### src/rtl/seg_pkg.sv
// Shared constants and helpers for the 4-digit multiplexed seven-segment display path.
package seg_pkg;

    localparam int unsigned NUM_DIGITS = 4;

    typedef logic [1:0] digit_idx_t;

    localparam logic [NUM_DIGITS-1:0] ANODE_OFF = 4'b1111;

    // Active-low, one-cold anode pattern selecting a single digit.
    function automatic logic [NUM_DIGITS-1:0] anode_for(digit_idx_t idx);
        return ~(4'b0001 << idx);
    endfunction

endpackage

### src/rtl/seg_scan_mux_if.sv
// Valid/ready value-load channel feeding the display scanner.
interface seg_scan_mux_if;
    import seg_pkg::*;

    logic [4*NUM_DIGITS-1:0] value_in;
    logic [NUM_DIGITS-1:0]   dp_in;
    logic                    value_valid;
    logic                    value_ready;

    modport master (output value_in, output dp_in, output value_valid, input value_ready);
    modport slave  (input value_in, input dp_in, input value_valid, output value_ready);

endinterface

### src/rtl/seg_tick_gen.sv
// Free-running prescaler: one-cycle tick every TICK_DIV clocks.
module seg_tick_gen #(
    parameter int unsigned TICK_DIV = 100_000
) (
    input  logic clk,
    input  logic reset,
    output logic tick
);

    localparam int unsigned CntW = $clog2(TICK_DIV);
    localparam logic [CntW-1:0] CntMax = CntW'(TICK_DIV - 1);

    logic [CntW-1:0] count_q;

    assign tick = (count_q == CntMax);

    always_ff @(posedge clk or posedge reset) begin
        if (reset) begin
            count_q <= '0;
        end else if (tick) begin
            count_q <= '0;
        end else begin
            count_q <= count_q + 1'b1;
        end
    end

endmodule

### src/rtl/seg_scan_mux.sv
// Scans a 16-bit hex value across four digits; new values land only at frame boundaries,
// with per-slot dead time and optional leading-zero blanking.
module seg_scan_mux
    import seg_pkg::*;
#(
    parameter int unsigned TICK_DIV = 100_000
) (
    input  logic                  clk,
    input  logic                  reset,
    seg_scan_mux_if.slave         in_if,
    input  logic                  blank_lz,
    output logic [3:0]            digit_data,
    output logic                  digit_blank,
    output logic                  dp_n,
    output logic [NUM_DIGITS-1:0] Anode_Activate,
    output logic                  frame_done
);

    logic tick;
    logic boundary;
    logic transfer;

    digit_idx_t              idx_q;
    logic                    slot_start_q;
    logic [4*NUM_DIGITS-1:0] pending_q;
    logic [4*NUM_DIGITS-1:0] display_q;
    logic [NUM_DIGITS-1:0]   pend_dp_q;
    logic [NUM_DIGITS-1:0]   dp_q;
    logic                    pending_full_q;

    logic [NUM_DIGITS-1:0] lead_zero;
    logic                  slot_dark;
    logic [3:0]            data_d;
    logic                  blank_d;
    logic                  dpn_d;
    logic [NUM_DIGITS-1:0] anode_d;

    seg_tick_gen #(
        .TICK_DIV(TICK_DIV)
    ) u_tick_gen (
        .clk  (clk),
        .reset(reset),
        .tick (tick)
    );

    assign boundary          = tick && (idx_q == digit_idx_t'(NUM_DIGITS - 1));
    assign in_if.value_ready = ~pending_full_q;
    assign transfer          = in_if.value_valid && ~pending_full_q;

    always_ff @(posedge clk or posedge reset) begin
        if (reset) begin
            pending_q      <= '0;
            pend_dp_q      <= '0;
            pending_full_q <= 1'b0;
            display_q      <= '0;
            dp_q           <= '0;
        end else if (boundary && pending_full_q) begin
            display_q      <= pending_q;
            dp_q           <= pend_dp_q;
            pending_full_q <= 1'b0;
        end else if (boundary && transfer) begin
            // Arrived exactly on the boundary: skip the pending stage entirely.
            display_q <= in_if.value_in;
            dp_q      <= in_if.dp_in;
        end else if (transfer) begin
            pending_q      <= in_if.value_in;
            pend_dp_q      <= in_if.dp_in;
            pending_full_q <= 1'b1;
        end
    end

    always_ff @(posedge clk or posedge reset) begin
        if (reset) begin
            idx_q        <= '0;
            slot_start_q <= 1'b1;
        end else begin
            slot_start_q <= tick;
            if (tick) begin
                idx_q <= idx_q + digit_idx_t'(1);
            end
        end
    end

    always_comb begin
        lead_zero = '0;
        for (int i = 0; i < NUM_DIGITS; i++) begin
            lead_zero[i] = (display_q >> (4 * i)) == '0;
        end
        // Slot 0 always lights so an all-zero value still reads "0".
        slot_dark = blank_lz && (idx_q != '0) && lead_zero[idx_q];
        data_d    = display_q[{idx_q, 2'b00} +: 4];
        blank_d   = slot_dark;
        dpn_d     = slot_dark | ~dp_q[idx_q];
        anode_d   = (slot_dark || slot_start_q) ? ANODE_OFF : anode_for(idx_q);
    end

    always_ff @(posedge clk or posedge reset) begin
        if (reset) begin
            Anode_Activate <= ANODE_OFF;
            digit_data     <= '0;
            digit_blank    <= 1'b1;
            dp_n           <= 1'b1;
            frame_done     <= 1'b0;
        end else begin
            Anode_Activate <= anode_d;
            digit_data     <= data_d;
            digit_blank    <= blank_d;
            dp_n           <= dpn_d;
            frame_done     <= boundary;
        end
    end

endmodule

### src/flat_wrapper.sv
// flat-port wrapper written by rule: the top's interface ports become plain ports
module seg_scan_mux_flat import seg_pkg::*;
#(
    parameter int unsigned TICK_DIV = 100_000
)
  (clk, reset, blank_lz, digit_data, digit_blank, dp_n, Anode_Activate, frame_done, in_if_value_in, in_if_dp_in, in_if_value_valid, in_if_value_ready);
  seg_scan_mux_if in_if_i ();
  input  logic clk;
  input  logic reset;
  input  logic blank_lz;
  output logic [3:0] digit_data;
  output logic digit_blank;
  output logic dp_n;
  output logic [NUM_DIGITS-1:0] Anode_Activate;
  output logic frame_done;
  input wire logic [$bits(in_if_i.value_in)-1:0] in_if_value_in;
  input wire logic [$bits(in_if_i.dp_in)-1:0] in_if_dp_in;
  input wire logic [$bits(in_if_i.value_valid)-1:0] in_if_value_valid;
  output wire logic [$bits(in_if_i.value_ready)-1:0] in_if_value_ready;
  assign in_if_i.value_in = in_if_value_in;
  assign in_if_i.dp_in = in_if_dp_in;
  assign in_if_i.value_valid = in_if_value_valid;
  assign in_if_value_ready = in_if_i.value_ready;
  seg_scan_mux #(.TICK_DIV(TICK_DIV)) u_core (.clk(clk), .reset(reset), .in_if(in_if_i), .blank_lz(blank_lz), .digit_data(digit_data), .digit_blank(digit_blank), .dp_n(dp_n), .Anode_Activate(Anode_Activate), .frame_done(frame_done));
endmodule
### config.mk
export PLATFORM = sky130hd
export DESIGN_NAME = seg_scan_mux_flat
export DESIGN_NICKNAME = d
export VERILOG_FILES = /design/src/rtl/seg_pkg.sv /design/src/rtl/seg_scan_mux_if.sv /design/src/rtl/seg_tick_gen.sv /design/src/rtl/seg_scan_mux.sv /design/src/flat_wrapper.sv
export SDC_FILE = /design/constraint.sdc
export NUM_CORES = 1
export LEC_CHECK = 0
export ABC_CLOCK_PERIOD_IN_PS = 2400
export CELL_PAD_IN_SITES_DETAIL_PLACEMENT = 0
export CELL_PAD_IN_SITES_GLOBAL_PLACEMENT = 2
export CORE_ASPECT_RATIO = 1.25
export CORE_UTILIZATION = 39
export DETAILED_ROUTE_END_ITERATION = 6
export PLACE_DENSITY = 0.87
export SYNTH_ARGS = -nofsm -noshare
export SYNTH_HDL_FRONTEND = slang
export SYNTH_SLANG_ARGS = --single-unit
export TNS_END_PERCENT = 5
### constraint.sdc
create_clock -name clk -period 2.4 [get_ports clk]
set_input_delay 0.36 -clock clk [delete_from_list [all_inputs] [get_ports clk]]
set_output_delay 0.36 -clock clk [all_outputs]
set_load 0.01 [all_outputs]
Figure 1. Cell classes on the final placement.
Scale bar: 20 um.
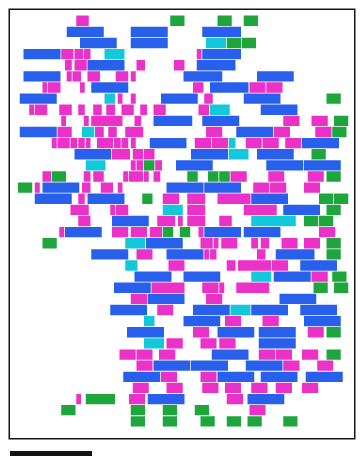
remaining logic cells: in magenta, cells 155, share of their area 36%. clock drivers and dummy loads: in cyan, cells 16, share of their area 5.4%. remaining buffers and delay cells: in green, cells 43, share of their area 11%. registers: in blue, cells 72, share of their area 47%.

Figure 2. Signal wires by layer.
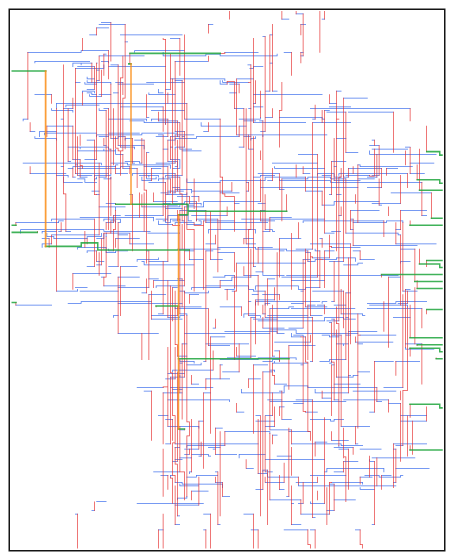
M4: in orange, wire length 103 um. M3: in green, wire length 211 um. M1: in blue, wire length 2,640 um. M2: in red, wire length 3,070 um.

Figure 3. Routed clock nets over the placement.
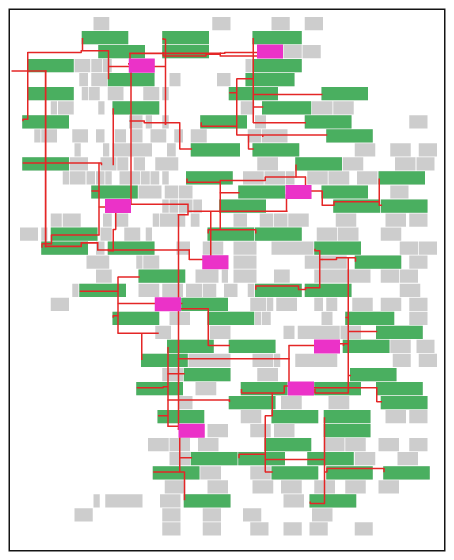
clock-net drivers: in magenta, count 9. clock wires: in red, length 915 um. flip-flops: in green, count 72.
Position of the flops: widely spread.

[per-stage QoR]
step	cells	hold WS (ns)	cell area (sq um)
after floorplan	236	0.455	3290
after detailed placement	367	0.480	3750
after global placement	367	0.466	3750
final	383	0.392	3950
after CTS	383	0.405	3950
after global routing	383	0.444	3950
[power groups by stage]
stage               clock network, W  logic (W)  registers, W
floorplan                          0  0.0000924       0.00131
global placement                   0   0.000164       0.00131
detailed placement                 0   0.000168       0.00132
CTS                          0.00101   0.000169       0.00129
global route                 0.00106   0.000182       0.00130
finish                      0.000985   0.000165       0.00129
[path summary, 6_finish.rpt]
check,depth (start not counted),slack (ns),end
setup reg to reg,5,0.38,u_core.pending_q[4]
hold reg to reg,1,0.49,u_core.pend_dp_q[0]
setup / recovery,5,0.38,u_core.pending_q[4]
hold / removal,3,0.39,u_core.pend_dp_q[0]
min in group clk,1,0.49,u_core.pend_dp_q[0]
max in group asynchronous,3,1.66,u_core.dp_n
[worst min-delay path, stage by stage]
cell and delay [ns]:
clkdlybuf4s50_1 0.41, inv_2 0.07, buf_12 0.31
[state kept, by name, indices dropped and copies added (netlist names)]
name / count
u_core.pending_q: 16
u_core.pending_full_q: 1
u_core.u_tick_gen.count_q: 17
u_core.display_q: 16
u_core.Anode_Activate: 4
u_core.pend_dp_q: 4
u_core.dp_q: 4
u_core.slot_start_q: 1
u_core.digit_blank: 1
u_core.idx_q: 2
u_core.dp_n: 1
u_core.digit_data: 4
u_core.frame_done: 1
[final cells by class]
| class | count | area share |
|---|---|---|
| inverters | 6 | 0.00570 |
| flip-flops and latches | 72 | 0.458 |
| clock inverters | 6 | 0.0171 |
| repair buffers | 43 | 0.107 |
| multi-input cells | 149 | 0.347 |
| clock buffers | 10 | 0.0348 |
| well taps | 97 | 0.0307 |
==> metrics.yaml <==
yosys:
  synth_warnings: 0
  yosysChipArea_sq_um: 3290
  aoi_share: 0.0149
  ys_sh_adder: 0.0190
  flop_cell: "dfrtp_1"
  ys_top_cells_by_area: "dfrtp_1 50%, mux2_2 21%, dfstp_2 5.6%"
  synth-edff-count: 0
  ys_sh_mux: 0.243
  ys_seq_frac: 0.551
  syn_nets: 265
  ys_cells: 236
  top_cell_area_share: 0.495
  xor_area_frac: 0.0400
  logic_family: "multiplexers"
  synth_cells: 236
  ys_ff: 72
  synth.distinct_cells: 38
  top_cells_by_count: "65 x dfrtp_1, 60 x mux2_2, 14 x nor2_1"
  largest_area_cell: "dfrtp_1"
  async_flop_share: 1.00
  synthesis.area_sq_um: 3290
  syn_area_per_cell_sq_um: 13.9
  synthMostInstantiatedCell: "dfrtp_1"
  ys_sh_simple: 0.0998
cts:
  htreeDepth: 3
  clk_latency_ns: 0.35
  post_cts_buffers: 0
  cts_num_sinks: 72
  cts_max_path_buffers: 2
  ctsResizeCount: 0
  cts_tree: "built"
  clkTransAtPathRegs_ns: 0.08
  hold_buffers: 0
  numCtsBuffers: 9
  clock_tree.root_cell: "clkbuf_8"
pwr:
  power_w: 0.00244
  internal-power_w: 0.00188
  power_density_nw_per_um2: 617
  switching_power_w: 0.000560
  leakage_nw: 1.75
  power_frac_seq: 0.529
  switching_share: 0.229
  ir_drop_uv: 246
  power_frac_comb: 0.067
  power_frac_clock: 0.403
floorplanning:
  rows: 37
  die_x_um: 84.1
  fp_util: 0.401
  die_area_sq_um: 8800
  pin_count: 36
  die_y_um: 105
  core_area_sq_um: 8190
final_timing:
  rsz0062_at_grt: "no"
  relSlewSlack: 0.722
  slew_viol_final: 0
  worst_slack_ns: 0.384
  timing.fmax_mhz: 496
  clock_skew_ns: 0.00957
  fin_crit_ns: 2.02
  tns_ns: 0
  setup_viol: 0
  finalClockPeriodUsage: 0.840
  tightest_slew_ns: 0.413
  hold_violations: 0
finish:
  area_growth_pct: 20.3
  layout_top_cell: "dfrtp_1"
  final_cell_mix: "65 x dfrtp_1, 60 x mux2_2, 35 x clkdlybuf4s50_1"
  drive_gt1_frac: 0.364
  seq_area_sq_um: 1810
  mi_logic_area_sq_um: 1370
  finish.utilization: 0.482
  antenna_cells: 0
  fillers: 759
  nets: 310
placed_design:
  gp_congestion: 0.750
  hpwl_mm: 4.20
  numPortBuffers: 35
  pre_cts_ws_ns: 0.366
grt:
  use_met1: 0.186
  grt_usage: 0.155
  gr-usage-met3: 0.0434
  grt_max_degree: 73
  gr-usage-met2: 0.263
  first_global_vias: 2111
  top_usage_layer: "met2"
  grt_pass1_wl_mm: 10.4
  grt-ovfl-total: 0
  antenna_found_initial: 0
flow_run:
  maxCapViolCount: 0
  tool_warnings: 29
status:
  outcome: "finished with violations"
  failed_checks: "design-rule violations"
worst_setup_path:
  critPathLaunch: "u_core.idx_q[1]"
  path_class: "reg -> reg"
  max_stage_delay_ns: 0.57
  cp.required_ns: 2.64
  crit_chain: "ha_1, nand3_1, o211ai_2, buf_4, mux2_2"
  start_kind: "register"
  r2r_start: "u_core.idx_q[1]"
  critPathMaxFanout: 20
  end_kind: "register"
  critPathSlowestCell: "dfrtp_1"
  crit_family: "flip-flops"
  worst-path-buf-inv: 1
  arrival_ns: 2.26
routing:
  top_layer_used: "met4"
  ant_nets: 0
  wl_met2_mm: 3.07
  drc: 10
  drt_iter0_markers: 82
  wl_per_cell_um: 15.7
  wl_met3_um: 210
  routed_via_density: 5.10
  dr.pass1.iters: 6
  met1Wirelength_mm: 2.64
  totalWireLength_mm: 6.03
  vias: 1953
hold_path:
  min_path_type: "in -> async"
Power and IR drop assume default switching activity.
